--- src/rtl/pwm_pkg.sv ---
// Shared definitions for the PWM capture block and the PWM generator side.
package pwm_pkg;

   localparam int W_DEF           = 8;
   localparam int CNT_W_DEF       = 16;
   localparam int SYNC_STAGES_DEF = 2;
   localparam int TIMEOUT_DEF     = 512;

   // Nominal PWM period in clocks for the default sample width.
   localparam int FULL_PERIOD = 1 << W_DEF;

   typedef enum logic [1:0] {
      IDLE    = 2'd0,
      MEASURE = 2'd1,
      STUCK   = 2'd2
   } state_t;

endpackage

--- src/rtl/pwm_sync_edge.sv ---
// Synchronizer chain for the asynchronous PWM line plus rising-edge detect.
// s_o is the synchronized level; rise_o is high for the one cycle in which
// s_o is 1 and its one-cycle-delayed copy is still 0.
module pwm_sync_edge #(
   parameter int SYNC_STAGES = 2
) (
   input  logic clk,
   input  logic rst,
   input  logic pwm_i,
   output logic s_o,
   output logic rise_o
);

   logic [SYNC_STAGES-1:0] sync_q;
   logic                   s_d_q;

   // Shift the raw line through the synchronizer, then keep one delayed copy.
   always_ff @(posedge clk or posedge rst) begin
      if (rst) begin
         sync_q <= '0;
         s_d_q  <= 1'b0;
      end else begin
         sync_q <= {sync_q[SYNC_STAGES-2:0], pwm_i};
         s_d_q  <= sync_q[SYNC_STAGES-1];
      end
   end

   assign s_o    = sync_q[SYNC_STAGES-1];
   assign rise_o = sync_q[SYNC_STAGES-1] & ~s_d_q;

endmodule

--- src/rtl/pwm_capture.sv ---
// Measures period and high time of an asynchronous PWM input between
// successive rising edges, and flags a line stuck high or low.
//
// Output strobe: valid is a one-cycle pulse with no back-pressure; in the
// cycle valid is high, high_cnt, period_cnt, duty, period_err and the stuck
// flags all hold the freshly updated result. There is no ready; a consumer
// that misses the pulse misses the sample.
module pwm_capture
   import pwm_pkg::*;
#(
   parameter int W           = W_DEF,
   parameter int CNT_W       = CNT_W_DEF,
   parameter int SYNC_STAGES = SYNC_STAGES_DEF,
   parameter int TIMEOUT     = TIMEOUT_DEF
) (
   input  logic             clk,
   input  logic             rst,
   input  logic             en,
   input  logic             pwm_in,
   output logic [CNT_W-1:0] high_cnt,
   output logic [CNT_W-1:0] period_cnt,
   output logic [W-1:0]     duty,
   output logic             valid,
   output logic             period_err,
   output logic             stuck_hi,
   output logic             stuck_lo,
   output state_t           state_dbg
);

   localparam logic [CNT_W-1:0] ONE_C      = CNT_W'(1);
   localparam logic [CNT_W-1:0] LAST_P_C   = CNT_W'(TIMEOUT - 1);
   localparam logic [CNT_W-1:0] TIMEOUT_C  = CNT_W'(TIMEOUT);
   localparam logic [CNT_W-1:0] FULL_C     = CNT_W'(1 << W);
   localparam logic [CNT_W-1:0] DUTY_MAX_C = CNT_W'((1 << W) - 1);

   logic s;
   logic rise;

   state_t           state_q, state_d;
   logic [CNT_W-1:0] p_q, p_d;
   logic [CNT_W-1:0] h_q, h_d;
   logic [CNT_W-1:0] high_cnt_q, high_cnt_d;
   logic [CNT_W-1:0] period_cnt_q, period_cnt_d;
   logic [W-1:0]     duty_q, duty_d;
   logic             valid_q, valid_d;
   logic             period_err_q, period_err_d;
   logic             stuck_hi_q, stuck_hi_d;
   logic             stuck_lo_q, stuck_lo_d;
   logic             enter_stuck;

   pwm_sync_edge #(
      .SYNC_STAGES(SYNC_STAGES)
   ) u_sync_edge (
      .clk    (clk),
      .rst    (rst),
      .pwm_i  (pwm_in),
      .s_o    (s),
      .rise_o (rise)
   );

   // State, counters and result registers; everything clears on reset.
   always_ff @(posedge clk or posedge rst) begin
      if (rst) begin
         state_q      <= IDLE;
         p_q          <= '0;
         h_q          <= '0;
         high_cnt_q   <= '0;
         period_cnt_q <= '0;
         duty_q       <= '0;
         valid_q      <= 1'b0;
         period_err_q <= 1'b0;
         stuck_hi_q   <= 1'b0;
         stuck_lo_q   <= 1'b0;
      end else begin
         state_q      <= state_d;
         p_q          <= p_d;
         h_q          <= h_d;
         high_cnt_q   <= high_cnt_d;
         period_cnt_q <= period_cnt_d;
         duty_q       <= duty_d;
         valid_q      <= valid_d;
         period_err_q <= period_err_d;
         stuck_hi_q   <= stuck_hi_d;
         stuck_lo_q   <= stuck_lo_d;
      end
   end

   // Next-state logic: a rise always beats a timeout in the same cycle,
   // and en low beats everything.
   always_comb begin
      state_d      = state_q;
      p_d          = p_q;
      h_d          = h_q;
      high_cnt_d   = high_cnt_q;
      period_cnt_d = period_cnt_q;
      duty_d       = duty_q;
      valid_d      = 1'b0;
      period_err_d = period_err_q;
      stuck_hi_d   = stuck_hi_q;
      stuck_lo_d   = stuck_lo_q;
      enter_stuck  = 1'b0;

      if (!en) begin
         state_d    = IDLE;
         p_d        = '0;
         h_d        = '0;
         stuck_hi_d = 1'b0;
         stuck_lo_d = 1'b0;
      end else begin
         case (state_q)
            IDLE: begin
               if (rise) begin
                  p_d     = ONE_C;
                  h_d     = ONE_C;
                  state_d = MEASURE;
               end else if (p_q == LAST_P_C) begin
                  enter_stuck = 1'b1;
               end else begin
                  p_d = p_q + ONE_C;
               end
            end
            MEASURE: begin
               if (rise) begin
                  period_cnt_d = p_q;
                  high_cnt_d   = h_q;
                  duty_d       = (h_q > DUTY_MAX_C) ? {W{1'b1}} : h_q[W-1:0];
                  period_err_d = (p_q != FULL_C);
                  stuck_hi_d   = 1'b0;
                  stuck_lo_d   = 1'b0;
                  valid_d      = 1'b1;
                  p_d          = ONE_C;
                  h_d          = ONE_C;
               end else if (p_q == LAST_P_C) begin
                  enter_stuck = 1'b1;
               end else begin
                  p_d = p_q + ONE_C;
                  h_d = h_q + CNT_W'(s);
               end
            end
            STUCK: begin
               // Counters hold here; recovery restarts a fresh measurement.
               if (rise) begin
                  stuck_hi_d = 1'b0;
                  stuck_lo_d = 1'b0;
                  p_d        = ONE_C;
                  h_d        = ONE_C;
                  state_d    = MEASURE;
               end
            end
            default: begin
               state_d = IDLE;
            end
         endcase

         if (enter_stuck) begin
            state_d      = STUCK;
            stuck_hi_d   = s;
            stuck_lo_d   = ~s;
            duty_d       = s ? {W{1'b1}} : '0;
            high_cnt_d   = s ? TIMEOUT_C : '0;
            period_cnt_d = TIMEOUT_C;
            period_err_d = 1'b1;
            valid_d      = 1'b1;
         end
      end
   end

   assign high_cnt   = high_cnt_q;
   assign period_cnt = period_cnt_q;
   assign duty       = duty_q;
   assign valid      = valid_q;
   assign period_err = period_err_q;
   assign stuck_hi   = stuck_hi_q;
   assign stuck_lo   = stuck_lo_q;
   assign state_dbg  = state_q;

endmodule
--- config.mk ---
export PLATFORM = sky130hd
export DESIGN_NAME = pwm_capture
export DESIGN_NICKNAME = d
export VERILOG_FILES = /design/src/rtl/pwm_pkg.sv /design/src/rtl/pwm_sync_edge.sv /design/src/rtl/pwm_capture.sv
export SDC_FILE = /design/constraint.sdc
export NUM_CORES = 1
export LEC_CHECK = 0
export CELL_PAD_IN_SITES_DETAIL_PLACEMENT = 2
export CELL_PAD_IN_SITES_GLOBAL_PLACEMENT = 2
export CORE_ASPECT_RATIO = 1.4
export CORE_MARGIN = 2
export CORE_UTILIZATION = 32
export DETAILED_ROUTE_END_ITERATION = 8
export PLACE_DENSITY_LB_ADDON = 0.1
export SYNTH_ARGS = -nofsm -noshare
export SYNTH_HDL_FRONTEND = slang
export SYNTH_SLANG_ARGS = --single-unit
--- constraint.sdc ---
create_clock -name clk -period 2.7 [get_ports clk]
set_clock_uncertainty 0.1 [all_clocks]
set_input_delay 0.54 -clock clk [delete_from_list [all_inputs] [get_ports clk]]
set_output_delay 0.54 -clock clk [all_outputs]
set_load 0.03 [all_outputs]
==> run_1/metal_density.png <==
Bar = 20 µm. The die is cut into 20 by 28 equal tiles; white is low, dark blue is high, scaled to the fullest tile. Values are wire area over tile area, all layers added.
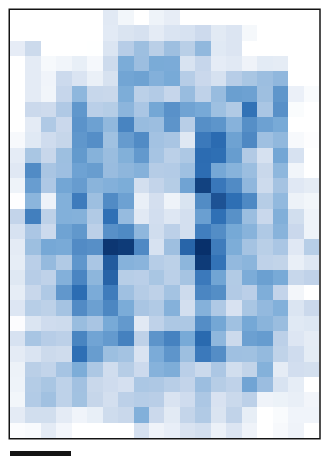
20% of the tiles are over half the peak. The fullest tile reaches 0.49. 11% of the tiles are nearly empty.

==> run_1/detail.png <==
Region (31, 50) to (71, 90) µm. Cells in grey, sequential cells in the stronger grey; small squares are vias.
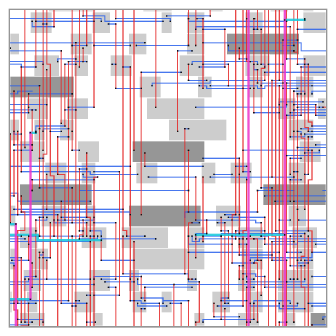
Key: red = metal 2; magenta = metal 4; blue = metal 1; cyan = metal 3
73 logic cells have their middle in the window. Netlist names of flops here include h_q (4), p_q (2). Sequential cells in the window: 6. Most frequent: buf_4 (9), nand2_1 (6), dfrtp_1 (6).

==> notes.md, run 1 <==
yosys + openroad results -> number of sequential storage elements 81, cell types with the largest area share after synthesis sky130_fd_sc_hd__dfrtp_1 (48%), sky130_fd_sc_hd__nand2_1 (5.8%), sky130_fd_sc_hd__o21ai_0 (3.2%), sky130_fd_sc_hd__nand4_1 (2.2%), sky130_fd_sc_hd__a221o_1 (2.1%), kind of cell with the highest combined delay on the critical path simple AND/OR/NAND/NOR gates, count of final setup violators 0, number of non-clock buffers in the layout 80, power in the clock group 1.41 mW, combinational gate power 0.282 mW, crit path cell chain inv_1 > ha_1 > nor2_1 > or3_1 > nor2_2 > buf_4 > a221o_1, overall global routing resource usage 0.213, clock tree buffer count of the final layout 10, average size of a mapped cell 9.59 µm², transition time at the pin with the least slew margin 626 ps, number of sinks on the clock net 81, half-perimeter wire length after placement 10200 µm, CTS Hold Buffers Added 0, hold endpoint u_sync_edge.sync_q[1], combined area of all synthesized cells 4220 µm², critical path start-end classification reg2reg, depth of the critical timing path with buffers and inverters included 7, clock transition at the registers of the reported paths 60 ps, tally of OpenROAD warnings 30, flop and latch count out of synthesis 81, max-capacitance violation count 0, result of the run completed
==> run_1/clk_routes.png <==
Bar = 20 µm.
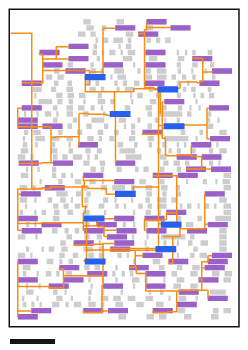
Key: orange = clock wires [length 1280 µm]; purple = flip-flops [count 81]; blue = clock drivers [count 9]
Position of the flops: spread over the die.

run 1: routing by layer:
layer / vias to the layer above / track usage / routed length (µm)
met1: 1978 / 0.241 / 5780
met2: 39 / 0.402 / 8010
li1: 1761 / - / -
met5: - / 0 / 0
met3: 13 / 0.0326 / 194
met4: 0 / 0.0619 / 250
run 1: cell families after synthesis:
family	synth area share
compound gates	0.215
flops	0.480
buf+inv	0.0513
simple gates	0.227
mux	0.00504
fa+ha+maj	0.0208
run 1: flip-flops by register name, indices dropped and copies added, names as in the netlist:
name and cells:
valid 1, stuck_lo 1, p_q 16, duty 8, state_dbg 2, high_cnt 16, period_err 1, u_sync_edge.sync_q 2
u_sync_edge.s_d_q 1, period_cnt 16, h_q 16, stuck_hi 1
==> run_1/layer_met3.png <==
Cells faint in the background.
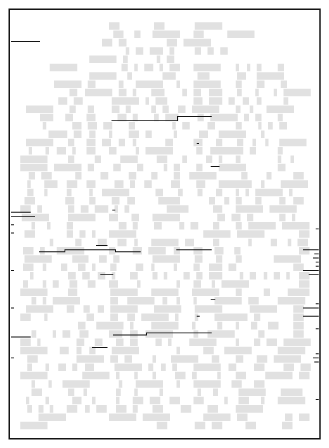

==> inputs of run 2 (changes only) <==
CELL_PAD_IN_SITES_DETAIL_PLACEMENT = 0   (was 2)
PLACE_DENSITY = 0.76   (was unset)
PLACE_DENSITY_LB_ADDON = unset   (was 0.1)
==> run_2/layer_met3.png <==
Cells faint in the background.
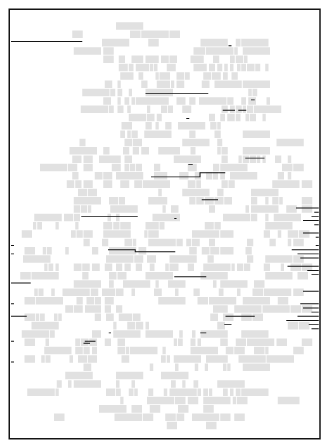
41 nets have wire on it. The layer holds 2.3% of the routed length. The layer carries 271 µm of wire. The wires run mostly horizontal.

==> notes.md, run 2 <==
yosys + openroad results -> depth of the critical timing path with buffers and inverters included 6 (was 7), length of routed met2 wiring 6240 µm (was 8010 µm), post-synthesis simple-gate area fraction 0.227 (unchanged), clock transition at the registers of the reported paths 60 ps (about the same), global-route track usage on met1 0.212 (was 0.241), crit path cell chain ha_1 > and4_1 > and4_1 > a21oi_1 > buf_4 > a31oi_1 (was inv_1 > ha_1 > nor2_1 > or3_1 > nor2_2 > buf_4 > a221o_1), total routed wire length on the met1 layer 5090 µm (was 5780 µm), transition time at the pin with the least slew margin 518 ps (was 626 ps), combined area of all synthesized cells 4220 µm² (unchanged), met3 routed WL 270 µm (was 194 µm), tally of OpenROAD warnings 30 (unchanged), Post-Synth XOR/XNOR Area 0 (unchanged), number of sinks on the clock net 81 (unchanged), critical path start-end classification reg2reg (unchanged), layer carrying the most global-route usage met2 (unchanged), overall global routing resource usage 0.175 (was 0.213), max-capacitance violation count 0 (unchanged), average size of a mapped cell 9.59 µm² (unchanged), top routing layer used met4 (unchanged), result of the run completed (unchanged), combinational gate power 0.265 mW (was 0.282 mW), Synth logic family simple AND/OR/NAND/NOR gates (unchanged), CTS Hold Buffers Added 0 (unchanged), global routing usage on met3 0.0286 (was 0.0326), count of final setup violators 0 (unchanged), adder and majority cell fraction of the synthesized area 0.0208 (unchanged)
==> run_2/clk_routes.png <==
Bar = 20 µm.
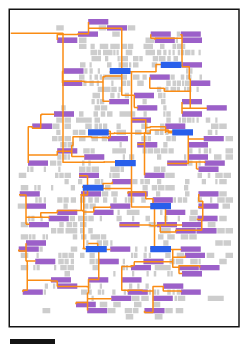
source-to-sink clock delay at the later pin of the worst-skew pair: 340 ps
clock network fraction of design power: 0.447

run 2: netlist changes by cell type in the layout (fill, tap and decap cells not counted), sizes merged:
cell      delta
buf          -7
clkinv       +3
bufinv       -2
clkinvlp     -2
clkbuf       +1
inv          +1
run 2: final cells by class:
cell class / count / area, µm²
repair buffers: 73 / 721
multi-input cells: 309 / 1980
clock buffers: 11 / 243
well taps: 153 / 191
flip-flops and latches: 81 / 2030
clock inverters: 5 / 53.8
fillers: 1294 / 7600
inverters: 16 / 63.8
run 2: kinds of logic (layout without fill, tap and decap cells):
| logic type | Yosys count | after routing |
|---|---|---|
| AOI/OAI and AO/OA | 125 | 125 |
| and+or+nand+nor | 175 | 175 |
| adders and majority gates | 7 | 7 |
| DFF | 81 | 81 |
| buffers and inverters | 50 | 105 |
| muxes | 2 | 2 |
==> run_2/metal_density.png <==
Bar = 20 µm. The die is cut into 20 by 28 equal tiles; white is low, dark blue is high, scaled to the fullest tile. Values are wire area over tile area, all layers added.
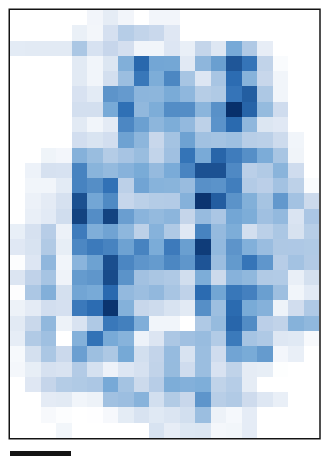

==> inputs of run 3 (changes only) <==
CELL_PAD_IN_SITES_DETAIL_PLACEMENT = 1   (was 0)
CELL_PAD_IN_SITES_GLOBAL_PLACEMENT = 1   (was 2)
CORE_UTILIZATION = 39   (was 32)
==> run_3/metal_density.png <==
Bar = 20 µm. The die is cut into 18 by 25 equal tiles; white is low, dark blue is high, scaled to the fullest tile. Values are wire area over tile area, all layers added.
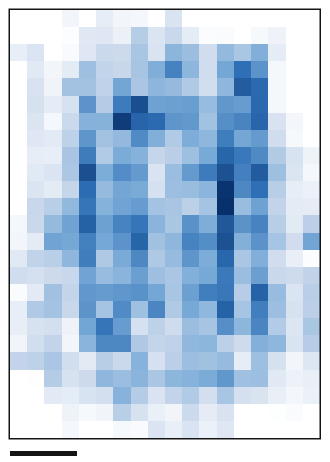
via count of the routed design: 3766
Routed Wire Length: 12500 µm

==> run_3/detail.png <==
Region (26, 44) to (66, 84) µm. Cells in grey, sequential cells in the stronger grey; small squares are vias.
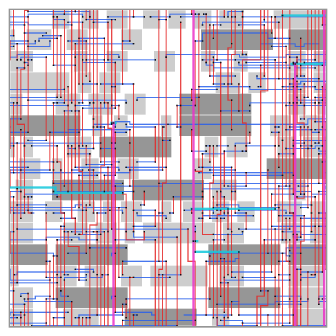
Key: magenta = metal 4; cyan = metal 3; blue = metal 1; red = metal 2
Most frequent: dfrtp_1 (16), buf_4 (9), a31oi_1 (5). 95 logic cells have their middle in the window. Netlist names of flops here include h_q (8), p_q (7). Sequential cells in the window: 16.

==> notes.md, run 3 <==
yosys + openroad results -> result of the run completed (unchanged), clock transition at the registers of the reported paths 60 ps (about the same), top routing layer used met4 (unchanged), clock tree buffer count of the final layout 10 (was 11), Synth logic family simple AND/OR/NAND/NOR gates (unchanged), share of cell area taken by flip-flops and latches 0.382 (was 0.384), layer carrying the most global-route usage met2 (unchanged), mux share 0.00504 (unchanged), combinational gate count 309 (unchanged), number of non-clock buffers in the layout 73 (unchanged), overall global routing resource usage 0.222 (was 0.175), combinational fraction of the cell area 0.373 (was 0.375), area of the multi-input gates 1980 µm² (unchanged), well-tap cell count 138 (was 153), transition time at the pin with the least slew margin 748 ps (was 518 ps), clock-cell share of area 0.0668 (was 0.0562), total routed wire length on the met1 layer 5070 µm (was 5090 µm), CTS Hold Buffers Added 0 (unchanged), nonclk inv count 16 (unchanged), cell types with the largest area share after synthesis sky130_fd_sc_hd__dfrtp_1 (48%), sky130_fd_sc_hd__nand2_1 (5.8%), sky130_fd_sc_hd__o21ai_0 (3.2%), sky130_fd_sc_hd__nand4_1 (2.2%), sky130_fd_sc_hd__a221o_1 (2.1%) (unchanged), non-clock buffer contribution to total cell area 0.134 (was 0.137), met2 track utilization from global routing 0.413 (was 0.308), global routing usage on met3 0.0342 (was 0.0286), combinational gate power 0.272 mW (was 0.265 mW), critical path start-end classification reg2reg (unchanged), global-route track usage on met1 0.250 (was 0.212), compound-cell area share of the yosys netlist 0.215 (unchanged), clock network fraction of design power 0.484 (was 0.447), half-perimeter wire length after placement 8640 µm (was 8500 µm), Post-Synth XOR/XNOR Area 0 (unchanged), tally of OpenROAD warnings 30 (unchanged), max-capacitance violation count 0 (unchanged), flop and latch count out of synthesis 81 (unchanged), length of routed met2 wiring 6740 µm (was 6240 µm), source-to-sink clock delay at the later pin of the worst-skew pair 340 ps (about the same), cell class ranked first by area sequential cells (unchanged)
## run 3: cell counts after synthesis
Identical to the previous run, type by type.
## run 3: worst paths after layout
kind                                        from                     to  slack, ps  depth (start not counted)
max reg2reg                         state_dbg[1]            high_cnt[9]        270                          7
max                                 state_dbg[1]            high_cnt[9]        270                          7
max in group asynchronous                    rst               stuck_hi       1580                          3
min                        u_sync_edge.sync_q[0]  u_sync_edge.sync_q[1]        250                          0
min reg2reg                u_sync_edge.sync_q[0]  u_sync_edge.sync_q[1]        250                          0
min in group asynchronous                    rst                duty[0]        590                          3
## run 3: per-stage QoR
| stage | instance area, µm² | utilization |
|---|---|---|
| floorplan | 4220 | - |
| global placement | 4950 | 0.473 |
| detailed placement | 4950 | 0.473 |
| CTS | 5300 | 0.507 |
| global route | 5300 | 0.507 |
| finish | 5300 | 0.507 |
Power is estimated from default activity; no workload was simulated.
